==> config.mk <==
export PLATFORM = sky130hd
export DESIGN_NAME = instr_fetch
export DESIGN_NICKNAME = d
export VERILOG_FILES = /design/src/rtl/instr_fetch.sv
export SDC_FILE = /design/constraint.sdc
export NUM_CORES = 1
export LEC_CHECK = 0
export CAP_MARGIN = 20
export CORE_ASPECT_RATIO = 1.2
export CORE_MARGIN = 2
export CORE_UTILIZATION = 51
export DETAILED_ROUTE_END_ITERATION = 7
export PLACE_DENSITY = 0.81
export RECOVER_POWER = 100
export SLEW_MARGIN = 15
export SYNTH_ARGS = -nofsm -noshare
export SYNTH_HDL_FRONTEND = slang
export SYNTH_SLANG_ARGS = --single-unit
==> constraint.sdc <==
create_clock -name clk -period 7.4 [get_ports clk]
set_input_delay 1.48 -clock clk [delete_from_list [all_inputs] [get_ports clk]]
set_output_delay 1.48 -clock clk [all_outputs]
set_load 0.005 [all_outputs]
==> src/rtl/instr_fetch.sv <==
// Instruction fetch unit: drives the combinational ROM address from the fetch PC
// and buffers fetched {pc, instr} pairs in a small FIFO toward decode.
module instr_fetch #(
  parameter int ADDRESS_WIDTH = 32,
  parameter int DATA_WIDTH    = 32,
  parameter logic [ADDRESS_WIDTH-1:0] RESET_PC = '0,
  parameter int FIFO_DEPTH    = 2
) (
  input  logic                     clk,
  input  logic                     rst,
  output logic [ADDRESS_WIDTH-1:0] rom_addr,
  input  logic [DATA_WIDTH-1:0]    rom_instr,
  input  logic                     redirect_valid,
  input  logic [ADDRESS_WIDTH-1:0] redirect_target,
  output logic                     instr_valid,
  input  logic                     instr_ready,
  output logic [DATA_WIDTH-1:0]    instr_out,
  output logic [ADDRESS_WIDTH-1:0] pc_out,
  output logic                     misalign_err
);

  localparam int PW = $clog2(FIFO_DEPTH);
  localparam int CW = $clog2(FIFO_DEPTH + 1);

  logic [ADDRESS_WIDTH-1:0] fetchPc_q, fetchPc_d;
  logic [PW-1:0]            rdPtr_q, rdPtr_d;
  logic [PW-1:0]            wrPtr_q, wrPtr_d;
  logic [CW-1:0]            count_q, count_d;
  logic                     misalign_q, misalign_d;
  logic [ADDRESS_WIDTH-1:0] pcMem_q    [FIFO_DEPTH];
  logic [DATA_WIDTH-1:0]    instrMem_q [FIFO_DEPTH];

  logic pop;
  logic push;
  logic full;

  assign full = (count_q == CW'(FIFO_DEPTH));
  assign pop  = (count_q != '0) & instr_ready;
  // A pop frees a slot in the same cycle, so a full FIFO can still accept a word.
  assign push = ~redirect_valid & (~full | pop);

  always_comb begin
    fetchPc_d  = fetchPc_q;
    rdPtr_d    = rdPtr_q;
    wrPtr_d    = wrPtr_q;
    count_d    = count_q;
    misalign_d = misalign_q;
    if (redirect_valid) begin
      fetchPc_d  = {redirect_target[ADDRESS_WIDTH-1:2], 2'b00};
      rdPtr_d    = '0;
      wrPtr_d    = '0;
      count_d    = '0;
      misalign_d = misalign_q | (redirect_target[1:0] != 2'b00);
    end else begin
      if (push) begin
        wrPtr_d   = wrPtr_q + PW'(1);
        fetchPc_d = fetchPc_q + ADDRESS_WIDTH'(4);
      end
      if (pop) begin
        rdPtr_d = rdPtr_q + PW'(1);
      end
      count_d = count_q + CW'(push) - CW'(pop);
    end
  end

  always_ff @(posedge clk or posedge rst) begin
    if (rst) begin
      fetchPc_q  <= RESET_PC;
      rdPtr_q    <= '0;
      wrPtr_q    <= '0;
      count_q    <= '0;
      misalign_q <= 1'b0;
    end else begin
      fetchPc_q  <= fetchPc_d;
      rdPtr_q    <= rdPtr_d;
      wrPtr_q    <= wrPtr_d;
      count_q    <= count_d;
      misalign_q <= misalign_d;
    end
  end

  always_ff @(posedge clk or posedge rst) begin
    if (rst) begin
      for (int i = 0; i < FIFO_DEPTH; i++) begin
        pcMem_q[i]    <= '0;
        instrMem_q[i] <= '0;
      end
    end else if (push) begin
      pcMem_q[wrPtr_q]    <= fetchPc_q;
      instrMem_q[wrPtr_q] <= rom_instr;
    end
  end

  assign rom_addr     = fetchPc_q;
  assign instr_valid  = (count_q != '0);
  assign instr_out    = instrMem_q[rdPtr_q];
  assign pc_out       = pcMem_q[rdPtr_q];
  assign misalign_err = misalign_q;

endmodule

==> run_1/pinout.png <==
Scale bar: 20 um. Pins as bars across the die edge, other pins in gray.
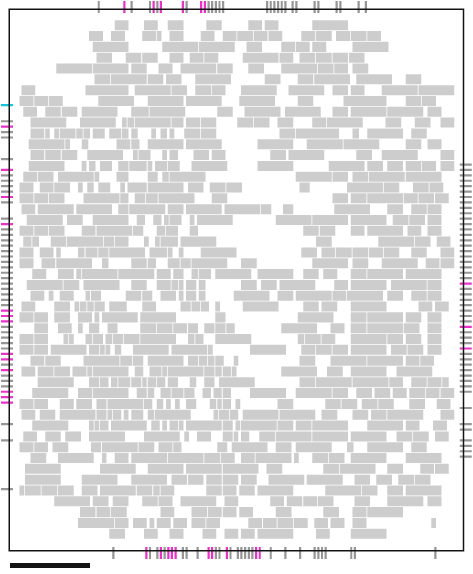
legend:
  cyan:
    port: clk
    pins: 1
    direction: input
    edge: left
  magenta:
    port: rom_addr
    pins: 32
    direction: output
    edge: 13 left, 10 bottom, 6 top, 3 right
all pins by edge: 51 left, 50 right, 35 bottom, 30 top
die height: 136 um
PortBufs: 161
Die X: 114 um

==> run_1/placed.png <==
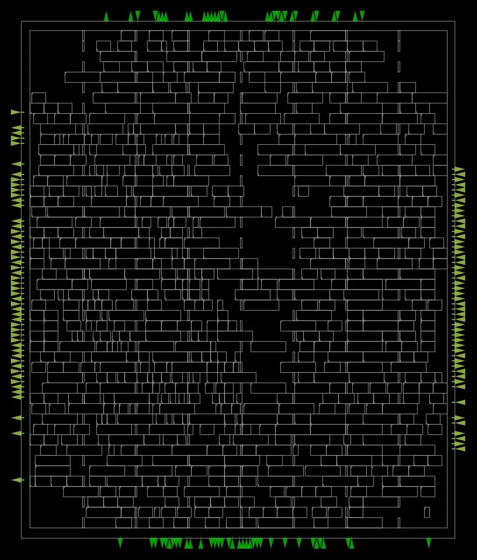
Core Rows: 48
fillers: 1066
core area: 14300 sq um
Layout Cells excl Fill: 904

==> impl_metrics.toml, run 1 <==
# implementation run metrics
[floorplanning]
die_area_sq_um = 15400

[synth]
flop_cell = "dfrtp_1"
syn_inst = 568
muxShareOfSynthArea = 0.285
syn-cell-area_sq_um = 7380
ys.flops = 159
avgSynthCellArea_sq_um = 13.0
largest_area_cell = "dfrtp_1"

[power_and_ir_drop]
pg_comb_mw = 1.17
power.total_mw = 3.44
p_sw_frac = 0.275
clk-power_mw = 0.865
p_switching_mw = 0.946

[job]
maxCapViolations = 2

[run_status]
status = "finished, violations left"
violations = "max-capacitance violations, max-slew violations"

[cells_and_area]
drive_above_1_share = 0.306
nets = 787
largest_reg_flops = 64
syn_to_final_growth_pct = 31.0
final_cell_mix = "183 x mux2_2, 159 x dfrtp_1, 91 x dlygate4sd3_1"

[drt]
wl_met2_um = 8570
dr.max_layer_used = "met4"
met1_length_um = 7140
wl_per_cell_um = 18.7
dr.pass1.iters = 4

[final_timing]
final_hold_viol_count = 0
grt_setup_unrepaired = "no"
finalSetupViolCount = 0
slew_violations = 118

[global_route]
grt_util_met3 = 0.0523
grt_overflow = 0

[clock_network]
clk_path_buf_depth = 2
hold_buffers = 0
clk_pin_slew_ns = 0.06
cts_root_buffer = "clkbuf_16"

[critical_path]
crit_end = "instrMem_q[17]"
cp.depth = 6
worst-r2r-setup-slack_ns = 4.74
cp-startpoint = "redirect_valid"
critPathRequiredTime_ns = 7.70
==> run_1/sizing.png <==
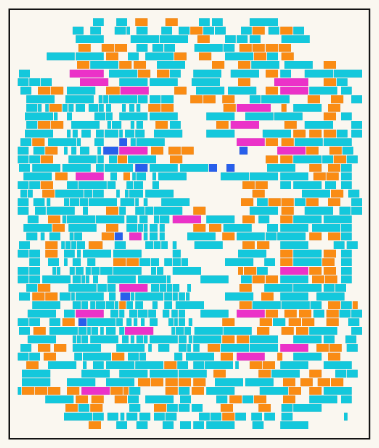
legend:
  magenta:
    size: x6 and larger
    cells: 21
  cyan:
    size: x1 and smaller
    cells: 506
  orange:
    size: x2
    cells: 193
  blue:
    size: x3 and x4
    cells: 9
final worst slack: 1.78 ns
post-route cell area: 9660 sq um

--- run 2 (diff from run 1) ---
--- a/config.mk
+++ b/config.mk
@@ -8,9 +8,9 @@
 export CAP_MARGIN = 20
 export CORE_ASPECT_RATIO = 1.2
 export CORE_MARGIN = 2
-export CORE_UTILIZATION = 51
+export CORE_UTILIZATION = 46
 export DETAILED_ROUTE_END_ITERATION = 7
-export PLACE_DENSITY = 0.81
+export PLACE_DENSITY = 0.77
 export RECOVER_POWER = 100
 export SLEW_MARGIN = 15
 export SYNTH_ARGS = -nofsm -noshare
==> constraint.sdc (replaced) <==
create_clock -name clk -period 4.9 [get_ports clk]
set_input_delay 0.98 -clock clk [delete_from_list [all_inputs] [get_ports clk]]
set_output_delay 0.98 -clock clk [all_outputs]
set_load 0.005 [all_outputs]
==> run_2/sizing.png <==
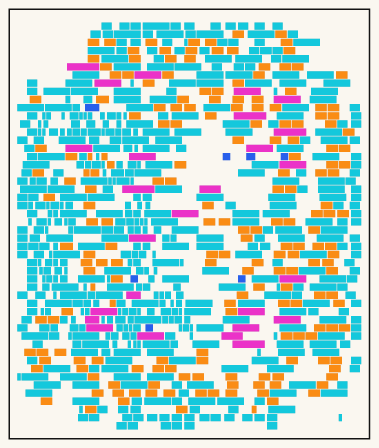
legend:
  orange:
    size: x2
    cells: 193
  magenta:
    size: x6 and larger
    cells: 26
  cyan:
    size: x1 and smaller
    cells: 506
  blue:
    size: x3 and x4
    cells: 7
final worst slack: 0.823 ns
post-route cell area: 9800 sq um
Non-CTS buffers: 169
Synth-to-Final Area Change: 32.9%

==> impl_metrics.toml, run 2 <==
# implementation run metrics
[synth]
syn_inst = 568
largest_area_cell = "dfrtp_1"
avgSynthCellArea_sq_um = 13.0
syn-cell-area_sq_um = 7380
muxShareOfSynthArea = 0.285
ys.flops = 159

[place]
io_buffer_count = 161

[critical_path]
crit_end = "instr_out[29]"
cp.depth = 3
cp-startpoint = "rdPtr_q"

[power_and_ir_drop]
power.total_mw = 5.35
clk-power_mw = 1.44
p_switching_mw = 1.44

[floorplanning]
die_h_um = 143
die_area_sq_um = 17100

[drt]
met1_length_um = 7240
dr.max_layer_used = "met4"
dr.pass1.iters = 4

[cells_and_area]
nets = 790
final_cell_mix = "183 x mux2_2, 159 x dfrtp_1, 91 x dlygate4sd3_1"
fin_cells = 940
drive_above_1_share = 0.309
nFillCells = 1248

[clock_network]
hold_buffers = 0
clk_pin_slew_ns = 0.06

[final_timing]
slew_violations = 74
final_hold_viol_count = 0

[run_status]
status = "finished, violations left"
violations = "max-capacitance violations, max-slew violations"

[global_route]
grt_util_met3 = 0.0555

[job]
maxCapViolations = 2
==> run_2/util_map.png <==
12 x 14 tiles, from white (low) to dark blue (high), 0 to 100% covered.
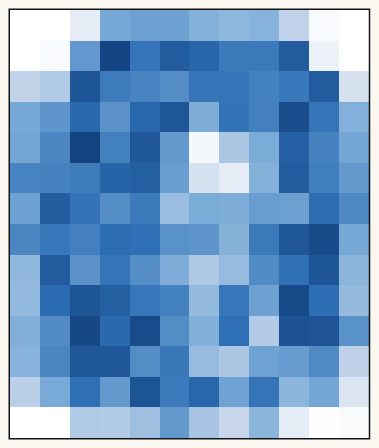
tiles over 75% full: 22%
fullest tile: 92%
nearly empty tiles: 4.8%
post-route core utilization: 0.627
core area: 15600 sq um
Pre-Place Util: 0.472

